Design data_memory_arbiter, sky130hd; sources not shown.
sizing.png
Drawn at 4 px/micron.
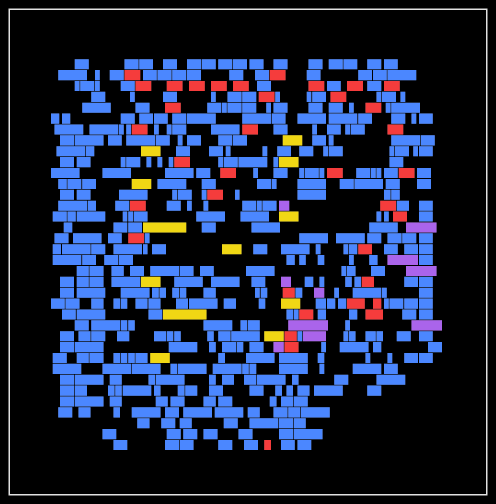
Key: purple = x3 and x4 [cells 10]; yellow = x6 and larger [cells 12]; red = x2 [cells 36]; blue = x1 and smaller [cells 423]
Buffers, non-clock: 158
crit path setup slack, layout: 1.229 ns

placed.png
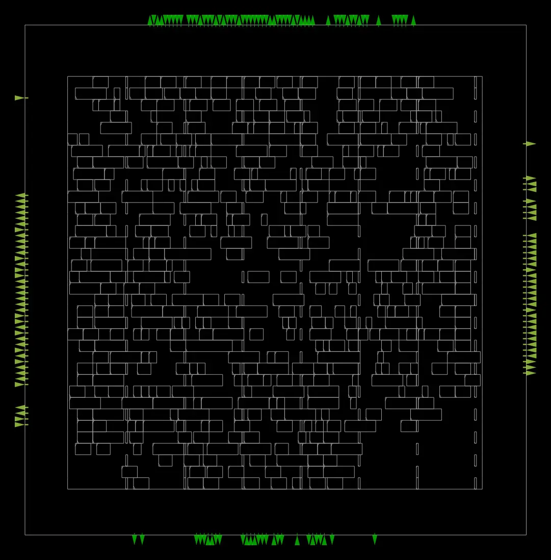
Fill cells: 945
Cell Count, Final, Fillers Out: 614

==> results_dict.tcl <==
# place-and-route summary
set metrics [dict create \
    status "completed" \
    netSwitchingPower_uw 377.9 \
    cts_tree "built" \
    yosysChipArea_sq_mm 0.003348 \
    crit_slowest_cell "o32ai_4" \
    seq_area_sq_mm 0.001501 \
    warning_count 26 \
    powerDensity_mw_per_mm2 311.1 \
    ys_sh_aoi 0.1648 \
    grt_max_degree 66 \
    post-route-util 0.5321 \
    hold_ws_ns 0.4574 \
    combPwrFrac 0.140 \
    fp_nets 420 \
    p_int_uw 1218 \
    grt_overflow 0 \
    ys_sh_simple 0.1667 \
    hold_buffers 0 \
    drv_cap 0 \
    yosys_warnings 0 \
    routed_wirelength_microns 10650 \
    path_buffers 1 \
    first_global_vias 3092 \
    synth_cell_types 43 \
    slew_headroom 0.3059 \
    p_sw_frac 0.2368 \
    wl_per_cell_microns 17.34 \
    synth.top_cell.area_share 0.4484 \
    cpLargestDelayFamily "AND-OR/OR-AND gates" \
    grt_util_all_layers 0.1453 \
    die_h_microns 121 \
    ant_nets 0 \
    yosys.area_share.adder 0 \
    cts_made_buffers 9 \
    diodes 0 \
    worst_pin_slew_ns 1.035 \
    finalCritPeriodShare 0.7002 \
    cp.arrival_ns 3.16 \
    cts_resized 0 \
    detail_route.iter0.violations 122 \
    drt-pass1-iter-count 4 \
    min_period_ns 2.871 \
]
cells in the mapped netlist:
master / instances
nor2b_1: 2
a21boi_2: 1
nor2_1: 8
o21ai_0: 11
o31ai_1: 1
and3_1: 10
o32ai_4: 1
a32oi_1: 16
nand2_2: 1
inv_1: 3
buf_12: 2
a211oi_2: 1
mux2i_1: 26
buf_1: 2
or3_1: 2
nand2b_2: 1
a31oi_1: 1
a21bo_2: 1
o22ai_2: 1
a21oi_2: 1
clkbuf_1: 11
o21ai_1: 10
o31a_1: 1
o21ai_2: 1
nor3_1: 1
xnor2_1: 1
dfxtp_1: 75
o211a_1: 1
nand3_1: 18
nor3_2: 1
o21ba_2: 1
nand4_1: 1
mux2_2: 24
a22o_1: 16
a21oi_1: 5
buf_6: 6
nand2_1: 56
buf_2: 3
nand2b_1: 1
nor4_4: 4
or2_1: 2
buf_4: 2
a21o_1: 1
layer usage:
| metal | track usage | vias up | share of wire |
|---|---|---|---|
| met2 | 0.2344 | 96 | 0.48 |
| met4 | 0.05573 | 0 | 0.017 |
| met1 | 0.1685 | 1396 | 0.41 |
| li1 | - | 1487 | - |
| met3 | 0.06049 | 12 | 0.088 |
| met5 | 0 | - | 0 |
power groups by stage:
stage | clock, uW | sequential (uW) | combinational (uW)
after CTS | 644 | 743 | 227
after detailed placement | 0 | 760 | 226
after global placement | 0 | 759 | 223
final | 629 | 743 | 224
after global routing | 681 | 744 | 245
after floorplan | 0 | 759 | 109
cells by family after synthesis:
group | after synthesis
mux | 50
simple gates | 108
buf+inv | 29
flops | 75
compound gates | 71
xor+xnor | 1
area by class of cell:
cell class	instances	area share
clock inverter	4	0.01464
timing repair buffer	158	0.3064
clock buffer	11	0.02757
tap	133	0.03245
inverter	3	0.002196
multi-input combinational	230	0.3240
sequential	75	0.2928
Power and IR drop assume default switching activity.
